final_congestion.png
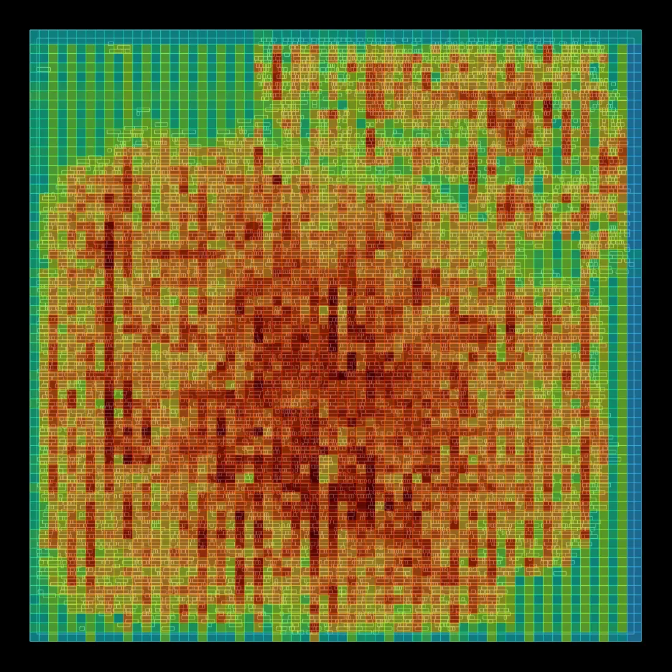
metal_stack.png
Drawn at 1 px/µm. Two of the layers only.
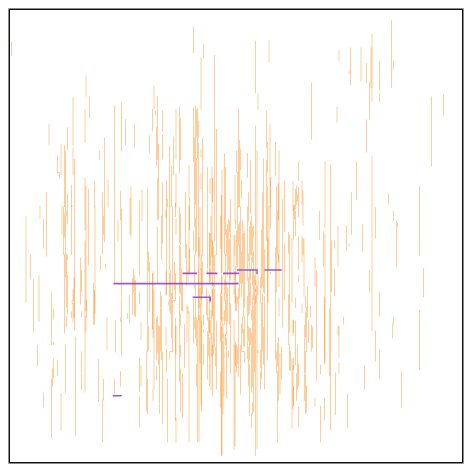
==> config.mk <==
export PLATFORM = sky130hd
export DESIGN_NAME = scrolling_tile_map
export DESIGN_NICKNAME = d
export VERILOG_FILES = /design/src/rtl/scrolling_tile_map.sv
export SDC_FILE = /design/constraint.sdc
export NUM_CORES = 2
export LEC_CHECK = 0
export CORE_MARGIN = 5
export CORE_UTILIZATION = 45
export DETAILED_ROUTE_END_ITERATION = 7
export PLACE_DENSITY = 0.59
export REMOVE_ABC_BUFFERS = 1
export SLEW_MARGIN = 20
export SYNTH_ARGS = -nofsm -noshare
export SYNTH_HDL_FRONTEND = slang
export SYNTH_SLANG_ARGS = --single-unit
export TNS_END_PERCENT = 20
==> constraint.sdc <==
create_clock -name vga_clock -period 12.85 [get_ports vga_clock]
set_input_delay 2.57 -clock vga_clock [delete_from_list [all_inputs] [get_ports vga_clock]]
set_output_delay 2.57 -clock vga_clock [all_outputs]
set_load 0.01 [all_outputs]
==> out/results.txt <==
Required @ worst endpoint = 13.56 ns
Mean Syn Cell Area = 10.7 µm²
Top routing layer in use = met5
Dominant logic cell type in the layout = o21ai_0
Tot Pwr = 20.4 mW
Fraction of layout cells with a size suffix above 1 = 27.9%
Multi-In Gates = 5,803
Vert. Die Dim = 452 µm
Initial Utilization = 45.2%
Achievable Freq = 79.8 MHz
Cell type with the largest total area = dfrtp_1
H-tree depth = 4
Comb group = 9.84 mW
Power Density = 203 nW/µm²
DIE AREA = 204,000 µm²
Row count = 162
Clock sinks = 1,609
Final hold vios = 0
Late-Pin Clk Latency = 0.85 ns
Post-synth EDFFs = 0
Count leader, synth = o21ai_0
Clock share of power = 26.3%
Top cells, area = dfrtp_1, dfstp_2, mux4_2
Top cell class by occupied area = multi-input combinational cells
Clk slew on worst S/H paths = 0.06 ns
Detailed Route Iter0 Violations = 10,300
Count of tool warnings = 88
Post-CTS setup buffer count = 6
Post-Syn Area = 88,000 µm²
Core Area = 195,000 µm²
Slew @ Worst Pin = 1.23 ns
CP max stage delay = 0.53 ns
Hold Crit Depth = 0
Chip area line of the yosys report = 88,000 µm²
Compound Share, Synth = 23.2%
Non-clk invs = 88
Count of final setup violators = 0
Peak fanout along the critical path = 7
Peak supply drop = 676 µV
Adder-Cell Fraction of Synth Area = 1.18%
Hold WS = 0.346 ns
Clock skew = 0.0576 ns
Yosys cell types = 128
And+or+nand+nor area frac = 9.51%
CTS tree = done
Largest register FFs = 1,536
Post-synth ARST share = 100%
Hold Path Class = register to register
Drt pass-1 iters = 6
First-pass GRT wire length = 515,000 µm
Max Slew Vio Count = 0
Final Cell Area = 101,000 µm²
Bufs w/o clock = 580
Critical path's top delay family = AND-OR/OR-AND gates
Die Width = 452 µm
Metal3 WL = 43,400 µm
Nets@finish = 8,408
Met2 WL post-DR = 152,000 µm
Largest Pwr Group = combinational logic
Finished Layout Cells = 11,000
XOR/XNOR Area Share = 0.960%
Detail Placement HPWL = 235,000 µm
P_seq = 5.19 mW
Max cap viols = 0
Leak pwr = 37.2 nW
Via/cell ratio = 6.98
RePlAce Congestion = 0.946
Layout clock buffers = 273
Dpl ws = -1.19 ns
Status = complete, no violations
Pint = 12.8 mW
Top logic family = AND-OR/OR-AND gates
NetSw = 7.64 mW
Path type of the worst setup path = primary input to register
Final WS setup = 0.324 ns
Vias in the first global route = 73,600
Most frequent cells in the layout = o21ai_0, nand2_1, dfrtp_1
Top cells by count, synth = o21ai_0, nand2_1, dfrtp_1
Initial antenna violation count = 26
Num ports = 118
# diodes = 18
Mux area share = 14.6%
CTS Hold Bufs = 0
WL met1 = 136,000 µm
Placed Area = 93,100 µm²
Max transition margin = 17.8%
Critical Path Sink Type = register
Crit path depth = 52
ClkCell Share = 6.08%
Largest net degree at the start of global routing = 230
Clock network power = 5.37 mW
Total gr overflow = 0
Signal buf overhead = 4.92%
Number of nets with antenna violations after routing = 0
Port Buffer Count = 117
YS warnings = 0
Critical-path top delay cell = or4_4
Buffer-and-inverter tally for the worst setup path = 13
Type of origin of the critical path = primary input
Final period util = 97.5%
Data arrival, critical path = 13.24 ns
Register share after synthesis = 46.8%
FILL cells = 17,100
GR Layer Usage met2 = 48.6%
Ys flops = 1,609
Clock Tree Root = clkbuf_16
Switching Fraction = 37.4%
Logic share of the area = 44.5%
Top_reg_cell synth = dfrtp_1
Post-route minimum period = 12.53 ns
Most frequent CP cell = buf_4
Logic area = 44,800 µm²
R2R setup slack = 1.81 ns
Deepest clock path buffer count = 3
Post-route DRC = 0
Back to the opening pictures, final_congestion.png:
met3 GRT Util: 10.8%
global route hottest layer: met2
met1 usage: 45.4%
final core utilization: 51.7%

Back to the opening pictures, metal_stack.png:
[purple] met5 | wire length: 226 µm
[orange] met4 | wire length: 22.1 mm
DR WL/cell: 32.3 µm
DR vias: 76,600
Total GRT Usage: 33.8%
Detailed Route WL: 354,000 µm

Power figures rest on the tool's default switching activity, not on a simulated workload.
